**config.mk**
```make
export PLATFORM = sky130hd
export DESIGN_NAME = load_store_unit_flat
export DESIGN_NICKNAME = d
export VERILOG_FILES = /design/src/rtl/load_store_unit_if.sv /design/src/rtl/load_store_unit.sv /design/src/flat_wrapper.sv
export SDC_FILE = /design/constraint.sdc
export NUM_CORES = 1
export LEC_CHECK = 0
export CORE_AREA = 5 5 165 167
export CTS_BUF_LIST = sky130_fd_sc_hd__clkbuf_4 sky130_fd_sc_hd__clkbuf_8
export DETAILED_ROUTE_END_ITERATION = 6
export DIE_AREA = 0 0 170 172
export HOLD_SLACK_MARGIN = 0.03
export PLACE_DENSITY = 0.51
export SLEW_MARGIN = 25
export SYNTH_ARGS = -nofsm -noshare
export SYNTH_HDL_FRONTEND = slang
export SYNTH_SLANG_ARGS = --single-unit
```
**constraint.sdc**
```tcl
create_clock -name clk -period 3.7 [get_ports clk]
set_clock_uncertainty 0.15 [all_clocks]
set_input_delay 0.74 -clock clk [delete_from_list [all_inputs] [get_ports clk]]
set_output_delay 0.74 -clock clk [all_outputs]
set_load 0.02 [all_outputs]
```
**src/rtl/load_store_unit_if.sv**
```systemverilog
// Request, data-memory and writeback bundle of the load/store unit.
// Also holds the memory alucode encodings shared by the unit and its users.
`ifndef ALU_LB
`define ALU_LB  6'h01
`define ALU_LH  6'h02
`define ALU_LW  6'h03
`define ALU_LBU 6'h04
`define ALU_LHU 6'h05
`define ALU_SB  6'h06
`define ALU_SH  6'h07
`define ALU_SW  6'h08
`endif

interface load_store_unit_if;
    logic        in_valid;
    logic        in_ready;
    logic [5:0]  alucode;
    logic [31:0] addr;
    logic [31:0] store_data;
    logic [4:0]  rd_in;
    logic        mem_req;
    logic        mem_we;
    logic [31:0] mem_addr;
    logic [31:0] mem_wdata;
    logic [3:0]  mem_wstrb;
    logic        mem_gnt;
    logic        mem_rvalid;
    logic [31:0] mem_rdata;
    logic        wb_valid;
    logic [4:0]  wb_rd;
    logic [31:0] wb_data;
    logic        err;

    modport slave (
        input  in_valid, alucode, addr, store_data, rd_in,
        input  mem_gnt, mem_rvalid, mem_rdata,
        output in_ready, mem_req, mem_we, mem_addr, mem_wdata,
        output mem_wstrb, wb_valid, wb_rd, wb_data, err
    );

    modport master (
        output in_valid, alucode, addr, store_data, rd_in,
        output mem_gnt, mem_rvalid, mem_rdata,
        input  in_ready, mem_req, mem_we, mem_addr, mem_wdata,
        input  mem_wstrb, wb_valid, wb_rd, wb_data, err
    );
endinterface

```
**src/rtl/load_store_unit.sv**
```systemverilog
// Single-outstanding load/store unit: IDLE -> REQ -> WAIT -> DONE.
// Define LSU_MISALIGN_TRAP_EN to fault misaligned half/word accesses.
module load_store_unit #(
    parameter int unsigned TIMEOUT = 255
) (
    input logic               clk,
    input logic               rst,
    load_store_unit_if.slave  bus
);
    typedef enum logic [1:0] {IDLE, REQ, WAIT, DONE} state_t;

    typedef struct packed {
        logic       mem;
        logic       st;
        logic [1:0] size;
        logic       uns;
    } dec_t;

    localparam logic [7:0] TO_LAST = 8'(TIMEOUT - 1);

    function automatic dec_t decode(input logic [5:0] op);
        decode = '0;
        unique case (1'b1)
            (op == `ALU_LB):  decode = '{1'b1, 1'b0, 2'd0, 1'b0};
            (op == `ALU_LH):  decode = '{1'b1, 1'b0, 2'd1, 1'b0};
            (op == `ALU_LW):  decode = '{1'b1, 1'b0, 2'd2, 1'b0};
            (op == `ALU_LBU): decode = '{1'b1, 1'b0, 2'd0, 1'b1};
            (op == `ALU_LHU): decode = '{1'b1, 1'b0, 2'd1, 1'b1};
            (op == `ALU_SB):  decode = '{1'b1, 1'b1, 2'd0, 1'b0};
            (op == `ALU_SH):  decode = '{1'b1, 1'b1, 2'd1, 1'b0};
            (op == `ALU_SW):  decode = '{1'b1, 1'b1, 2'd2, 1'b0};
            default:          decode = '0;
        endcase
    endfunction

    state_t      state, state_n;
    dec_t        in_dec;
    logic        st_q, uns_q;
    logic [1:0]  size_q;
    logic [31:0] addr_q, sdata_q;
    logic [31:0] res_q, res_n;
    logic [4:0]  wbrd_q, wbrd_n;
    logic        err_q, err_n;
    logic [7:0]  cnt, cnt_n;
    logic        capture;
    logic        misalign;
    logic [7:0]  lane_b;
    logic [15:0] lane_h;
    logic [31:0] ld_data;
    logic [31:0] st_data;
    logic [3:0]  st_strb;

    assign in_dec = decode(bus.alucode);

`ifdef LSU_MISALIGN_TRAP_EN
    assign misalign = in_dec.mem &&
        (((in_dec.size == 2'd1) && bus.addr[0]) ||
         ((in_dec.size == 2'd2) && (bus.addr[1:0] != 2'b00)));
`else
    assign misalign = 1'b0;
`endif

    always_comb begin
        lane_b = bus.mem_rdata[7:0];
        case (addr_q[1:0])
            2'd0: lane_b = bus.mem_rdata[7:0];
            2'd1: lane_b = bus.mem_rdata[15:8];
            2'd2: lane_b = bus.mem_rdata[23:16];
            2'd3: lane_b = bus.mem_rdata[31:24];
        endcase
        lane_h = addr_q[1] ? bus.mem_rdata[31:16] : bus.mem_rdata[15:0];
        ld_data = bus.mem_rdata;
        st_data = sdata_q;
        st_strb = 4'b1111;
        case (size_q)
            2'd0: begin
                ld_data = uns_q ? {24'b0, lane_b} : {{24{lane_b[7]}}, lane_b};
                st_data = {4{sdata_q[7:0]}};
                st_strb = 4'b0001 << addr_q[1:0];
            end
            2'd1: begin
                ld_data = uns_q ? {16'b0, lane_h} : {{16{lane_h[15]}}, lane_h};
                st_data = {2{sdata_q[15:0]}};
                st_strb = 4'b0011 << {addr_q[1], 1'b0};
            end
            default: ;
        endcase
    end

    always_comb begin
        state_n = state;
        capture = 1'b0;
        res_n   = res_q;
        wbrd_n  = wbrd_q;
        err_n   = err_q;
        cnt_n   = cnt;
        unique case (state)
            IDLE: begin
                if (bus.in_valid) begin
                    state_n = DONE;
                    err_n   = 1'b0;
                    res_n   = 32'b0;
                    wbrd_n  = 5'b0;
                    if (!in_dec.mem) begin
                        res_n  = bus.addr;
                        wbrd_n = bus.rd_in;
                    end else if (misalign) begin
                        err_n = 1'b1;
                    end else begin
                        state_n = REQ;
                        capture = 1'b1;
                        cnt_n   = 8'd0;
                        wbrd_n  = in_dec.st ? 5'b0 : bus.rd_in;
                    end
                end
            end
            REQ: begin
                if (bus.mem_gnt) begin
                    cnt_n   = 8'd0;
                    state_n = st_q ? DONE : WAIT;
                end else if (cnt == TO_LAST) begin
                    state_n = DONE;
                    err_n   = 1'b1;
                    wbrd_n  = 5'b0;
                end else begin
                    cnt_n = cnt + 8'd1;
                end
            end
            WAIT: begin
                if (bus.mem_rvalid) begin
                    res_n   = ld_data;
                    state_n = DONE;
                end else if (cnt == TO_LAST) begin
                    state_n = DONE;
                    err_n   = 1'b1;
                    wbrd_n  = 5'b0;
                end else begin
                    cnt_n = cnt + 8'd1;
                end
            end
            DONE: state_n = IDLE;
            default: state_n = IDLE;
        endcase
    end

    always_ff @(posedge clk) begin
        if (rst) begin
            state   <= IDLE;
            cnt     <= 8'd0;
            st_q    <= 1'b0;
            uns_q   <= 1'b0;
            size_q  <= 2'd0;
            addr_q  <= 32'b0;
            sdata_q <= 32'b0;
            res_q   <= 32'b0;
            wbrd_q  <= 5'b0;
            err_q   <= 1'b0;
        end else begin
            state  <= state_n;
            cnt    <= cnt_n;
            res_q  <= res_n;
            wbrd_q <= wbrd_n;
            err_q  <= err_n;
            if (capture) begin
                st_q    <= in_dec.st;
                uns_q   <= in_dec.uns;
                size_q  <= in_dec.size;
                addr_q  <= bus.addr;
                sdata_q <= bus.store_data;
            end
        end
    end

    // Bus and writeback outputs are held at zero outside their own state.
    assign bus.in_ready  = (state == IDLE);
    assign bus.mem_req   = (state == REQ);
    assign bus.mem_we    = (state == REQ) && st_q;
    assign bus.mem_addr  = (state == REQ) ? {addr_q[31:2], 2'b00} : 32'b0;
    assign bus.mem_wdata = ((state == REQ) && st_q) ? st_data : 32'b0;
    assign bus.mem_wstrb = ((state == REQ) && st_q) ? st_strb : 4'b0;
    assign bus.wb_valid  = (state == DONE);
    assign bus.wb_data   = (state == DONE) ? res_q : 32'b0;
    assign bus.wb_rd     = (state == DONE) ? wbrd_q : 5'b0;
    assign bus.err       = (state == DONE) && err_q;
endmodule

```
**src/flat_wrapper.sv**
```systemverilog
// flat-port wrapper written by rule: the top's interface ports become plain ports
module load_store_unit_flat 
#(
    parameter int unsigned TIMEOUT = 255
)
  (clk, rst, bus_in_valid, bus_alucode, bus_addr, bus_store_data, bus_rd_in, bus_mem_gnt, bus_mem_rvalid, bus_mem_rdata, bus_in_ready, bus_mem_req, bus_mem_we, bus_mem_addr, bus_mem_wdata, bus_mem_wstrb, bus_wb_valid, bus_wb_rd, bus_wb_data, bus_err);
  load_store_unit_if bus_i ();
  input logic clk;
  input logic rst;
  input wire logic [$bits(bus_i.in_valid)-1:0] bus_in_valid;
  input wire logic [$bits(bus_i.alucode)-1:0] bus_alucode;
  input wire logic [$bits(bus_i.addr)-1:0] bus_addr;
  input wire logic [$bits(bus_i.store_data)-1:0] bus_store_data;
  input wire logic [$bits(bus_i.rd_in)-1:0] bus_rd_in;
  input wire logic [$bits(bus_i.mem_gnt)-1:0] bus_mem_gnt;
  input wire logic [$bits(bus_i.mem_rvalid)-1:0] bus_mem_rvalid;
  input wire logic [$bits(bus_i.mem_rdata)-1:0] bus_mem_rdata;
  output wire logic [$bits(bus_i.in_ready)-1:0] bus_in_ready;
  output wire logic [$bits(bus_i.mem_req)-1:0] bus_mem_req;
  output wire logic [$bits(bus_i.mem_we)-1:0] bus_mem_we;
  output wire logic [$bits(bus_i.mem_addr)-1:0] bus_mem_addr;
  output wire logic [$bits(bus_i.mem_wdata)-1:0] bus_mem_wdata;
  output wire logic [$bits(bus_i.mem_wstrb)-1:0] bus_mem_wstrb;
  output wire logic [$bits(bus_i.wb_valid)-1:0] bus_wb_valid;
  output wire logic [$bits(bus_i.wb_rd)-1:0] bus_wb_rd;
  output wire logic [$bits(bus_i.wb_data)-1:0] bus_wb_data;
  output wire logic [$bits(bus_i.err)-1:0] bus_err;
  assign bus_i.in_valid = bus_in_valid;
  assign bus_i.alucode = bus_alucode;
  assign bus_i.addr = bus_addr;
  assign bus_i.store_data = bus_store_data;
  assign bus_i.rd_in = bus_rd_in;
  assign bus_i.mem_gnt = bus_mem_gnt;
  assign bus_i.mem_rvalid = bus_mem_rvalid;
  assign bus_i.mem_rdata = bus_mem_rdata;
  assign bus_in_ready = bus_i.in_ready;
  assign bus_mem_req = bus_i.mem_req;
  assign bus_mem_we = bus_i.mem_we;
  assign bus_mem_addr = bus_i.mem_addr;
  assign bus_mem_wdata = bus_i.mem_wdata;
  assign bus_mem_wstrb = bus_i.mem_wstrb;
  assign bus_wb_valid = bus_i.wb_valid;
  assign bus_wb_rd = bus_i.wb_rd;
  assign bus_wb_data = bus_i.wb_data;
  assign bus_err = bus_i.err;
  load_store_unit #(.TIMEOUT(TIMEOUT)) u_core (.clk(clk), .rst(rst), .bus(bus_i));
endmodule
```
### Routing congestion map, run 1

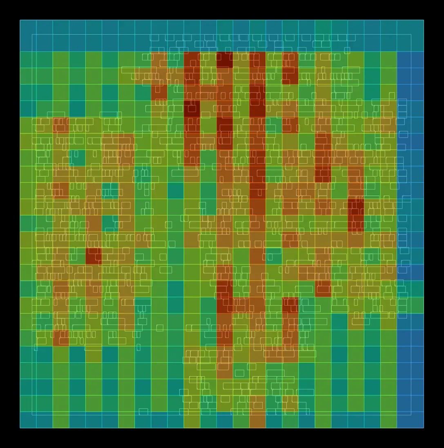
met2 usage: 26.8%
global routing usage on met3: 5.99%
routed length per instance: 18.3 microns
fin util: 36.1%
GRT met1 Usage: 21.8%

### Placement by cell class, run 1

The bar under the picture is 50 microns long.
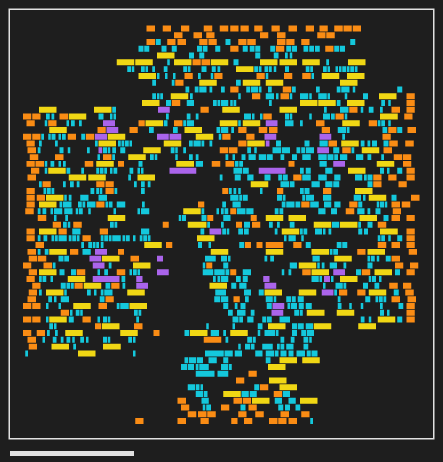
- all other logic: cyan (cells 653; share of their area 42%)
- clock drivers and dummy loads: purple (cells 31; share of their area 4.9%)
- other buffers and delay cells: orange (cells 241; share of their area 27%)
- flip-flops: yellow (cells 116; share of their area 26%)

### Selected gate families, run 1

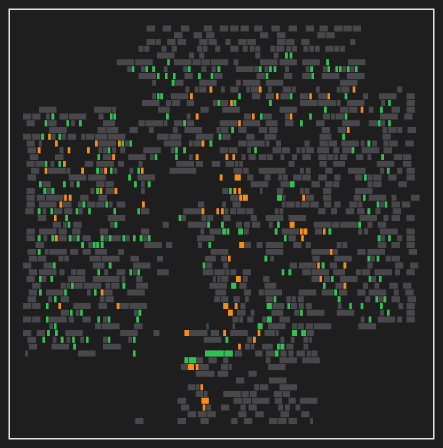
- NAND gates: green (cells 201)
- NOR gates: orange (cells 78)

==> run 1: state kept, by name (all words and copies together), names as in the netlist <==
name	cells
u_core.res_q	32
u_core.st_q	1
u_core.sdata_q	32
u_core.state	2
u_core.wbrd_q	5
u_core.cnt	8
u_core.uns_q	1
u_core.err_q	1
u_core.size_q	2
u_core.addr_q	32
==> run 1: worst min-delay path by stage <==
stage / from / endpoint / slack, ns / cells past startpoint
after floorplan: u_core.addr_q[10]$_SDFFE_PP0P_ / u_core.addr_q[10]$_SDFFE_PP0P_ / 0.28 / 2
final: u_core.addr_q[7]$_SDFFE_PP0P_ / u_core.addr_q[7]$_SDFFE_PP0P_ / 0.30 / 2
after detailed placement: u_core.addr_q[9]$_SDFFE_PP0P_ / u_core.addr_q[9]$_SDFFE_PP0P_ / 0.29 / 2
after global routing: u_core.sdata_q[17]$_SDFFE_PP0P_ / u_core.sdata_q[17]$_SDFFE_PP0P_ / 0.32 / 2
after global placement: u_core.addr_q[8]$_SDFFE_PP0P_ / u_core.addr_q[8]$_SDFFE_PP0P_ / 0.29 / 2
after CTS: u_core.addr_q[12]$_SDFFE_PP0P_ / u_core.addr_q[12]$_SDFFE_PP0P_ / 0.30 / 2
==> run 1: routing by layer <==
metal / vias to the layer above / share of wire [%]
li1: 3300 / -
met1: 3028 / 46
met2: 225 / 45
met3: 16 / 7.9
met4: 2 / 1.4
met5: - / 0.052
==> run 1: area by class of cell <==
type,count,area (sq um)
Timing Repair Buffer,241,2380
Antenna cell,1,2.50
Clock buffer,23,310
Multi-Input combinational cell,643,3640
Inverter,10,37.5
Sequential cell,116,2320
Clock inverter,8,123
Tap cell,335,419
Fill cell,2734,16400
==> flow_summary.json, run 1 <==
{
  "clk_path_buf_depth": 2,
  "ys_warn_count": 0,
  "finalHoldViolCount": 0,
  "switching_share_pct": 36.1,
  "root_buffer": "clkbuf_8",
  "track_usage_pct": 16.8,
  "grt_overflow": 0,
  "finalSetupViolations": 0,
  "cts_made_buffers": 17,
  "critical-path-top-delay-family": "simple AND/OR/NAND/NOR gates",
  "yosys_cells": 837,
  "dieArea_sq_mm": 0.0292,
  "warnings": 30,
  "flop_cell": "dfxtp_1",
  "p_sw_mw": 1.58,
  "tns_ns": 0,
  "ys_sh_xor_pct": 0,
  "p_per_area_mw_per_mm2": 474,
  "fp-utilization_pct": 24.5,
  "status": "completed",
  "synth.top_cell.area_share_pct": 36.9,
  "reg2reg_slack_ns": 1.18,
  "max_stage_delay_ns": 0.66,
  "dp_hpwl_mm": 18.3,
  "cts_setup_buffers": 0,
  "finalMaxSlewViolations": 0,
  "intPower_mw": 2.80,
  "p_clk_mw": 1.31,
  "postSynthAreaPerCell_sq_um": 7.51,
  "drive_gt1_share_pct": 6.34
}
==> inputs of run 2 (changes only) <==
CORE_AREA = 2 2 162 164   (was 5 5 165 167)
DIE_AREA = 0 0 164 166   (was 0 0 170 172)
SKIP_CTS_REPAIR_TIMING = 1   (was not set)
### Selected gate families, run 2

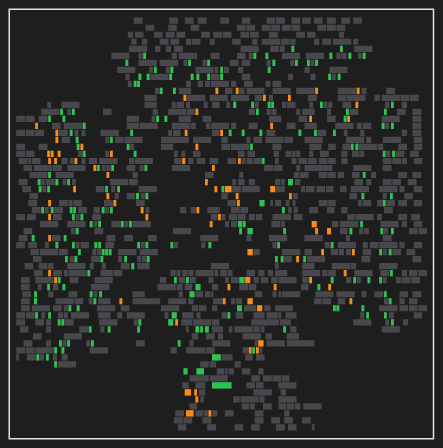
- NOR gates: orange (cells 78)
- NAND gates: green (cells 201)

### Where the registers sit, run 2

The bar under the picture is 50 microns long. Other sequential cells in the stronger gray, the rest of the logic in the fainter gray.
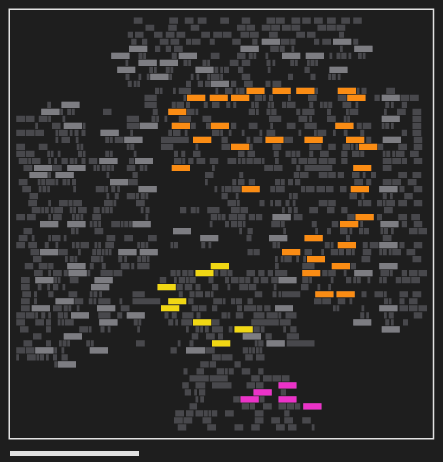
- u_core.cnt: yellow (flops 8)
- u_core.wbrd_q: magenta (flops 5)
- u_core.res_q: orange (flops 32)
- not colored: 71

==> run 2 against run 1 <==
Combinational power about the same; maximum frequency down 1.1%; critical path type unchanged; flip-flop count unchanged; first-iteration DRC count down 21%; highest routed layer is now met4; die size down 6.9%; critical path depth up 2; largest cell class unchanged.
==> flow_summary.json, run 2 <==
{
  "p_per_area_mw_per_mm2": 482,
  "flop_cell": "dfxtp_1",
  "fp.dieH_microns": 166,
  "warnings": 30,
  "tns_ns": 0,
  "hp-class": "reg -> reg",
  "nFillCells": 2686,
  "intPower_mw": 2.92,
  "finalHoldViolCount": 0,
  "slew_headroom_pct": 44.6,
  "drive_gt1_share_pct": 6.43,
  "synth.top_cell.area_share_pct": 36.9,
  "cts_made_buffers": 17,
  "grt_overflow": 0,
  "clk_path_buf_depth": 2,
  "fp-utilization_pct": 24.5,
  "logic_area_sq_mm": 0.00364,
  "status": "completed",
  "max_stage_delay_ns": 0.66,
  "switching_share_pct": 34.8,
  "postSynthAreaPerCell_sq_um": 7.51,
  "root_buffer": "clkbuf_8",
  "dieArea_sq_mm": 0.0272,
  "regArea_sq_mm": 0.00232,
  "p_clk_mw": 1.42,
  "track_usage_pct": 17.7,
  "dp_hpwl_mm": 17.5,
  "finalMaxSlewViolations": 0,
  "post_drt_wl_per_cell_microns": 17.7
}
### Signal wires by layer, run 2

The bar under the picture is 50 microns long. Two of the layers only.
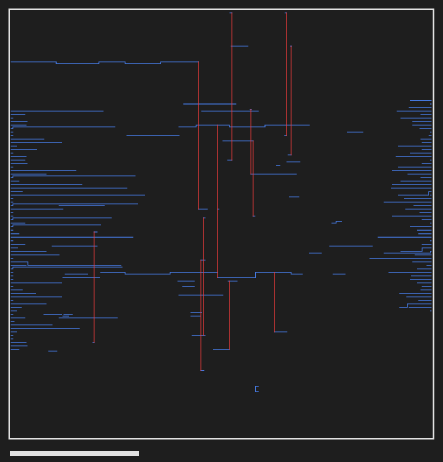
- met4: red (wire length 498 microns)
- met3: blue (wire length 1870 microns)

==> run 2: final cells by class <==
type                    instances  share of cell area, %
well taps                     335                   4.52
clock buffers                  22                   3.20
inverters                      10                  0.405
multi-input cells             643                   39.3
diodes                          1                 0.0270
flip-flops and latches        116                   25.0
clock inverters                10                   1.89
repair buffers                241                   25.7
==> run 2: final timing paths <==
| path | startpoint | endpoint | slack [ns] | depth (start not counted) |
|---|---|---|---|---|
| worst max register to register | u_core.state[1]$_SDFFE_PP0P_ | u_core.sdata_q[14]$_SDFFE_PP0P_ | 1.20 | 8 |
| worst min register to register | u_core.addr_q[5]$_SDFFE_PP0P_ | u_core.addr_q[5]$_SDFFE_PP0P_ | 0.30 | 2 |
| worst max-delay path | u_core.state[1]$_SDFFE_PP0P_ | bus_mem_wdata[12] | 0.21 | 6 |
| worst min-delay path | u_core.addr_q[5]$_SDFFE_PP0P_ | u_core.addr_q[5]$_SDFFE_PP0P_ | 0.30 | 2 |
==> run 2: cells by family (layout without fill, tap and decap cells) <==
logic type,count (synthesis),in the layout,share of synthesized area (%)
adder cells (fa/ha/maj),6,6,1.19
multiplexers,30,30,4.78
other,1,3,0.0596
AND/OR/NAND/NOR,373,373,27.6
flip-flops,116,116,36.9
AND-OR/OR-AND,232,232,24.1
buffers and inverters,79,283,5.41
==> run 2: per-layer routing <==
layer  vias up  GRT usage, %  wire length (microns)  share of wire (%)
li1       3307             -                      -                  -
met4         0          5.26                    498                2.0
met2       220          28.6                  11100                 45
met1      3028          22.5                  10900                 45
met3        26          5.69                   1870                7.7
met5         -             0                      0                  0
==> run 2: metrics by stage <==
step           utilization [%]  total power, mW
2_1_floorplan                -             2.53
3_3_place_gp              34.4             3.08
3_5_place_dp              34.4             3.09
4_1_cts                   36.2             4.53
5_1_grt                   36.2             4.76
6_report                  36.2             4.48
No activity file was given, so power comes from the tool's default toggle rates.
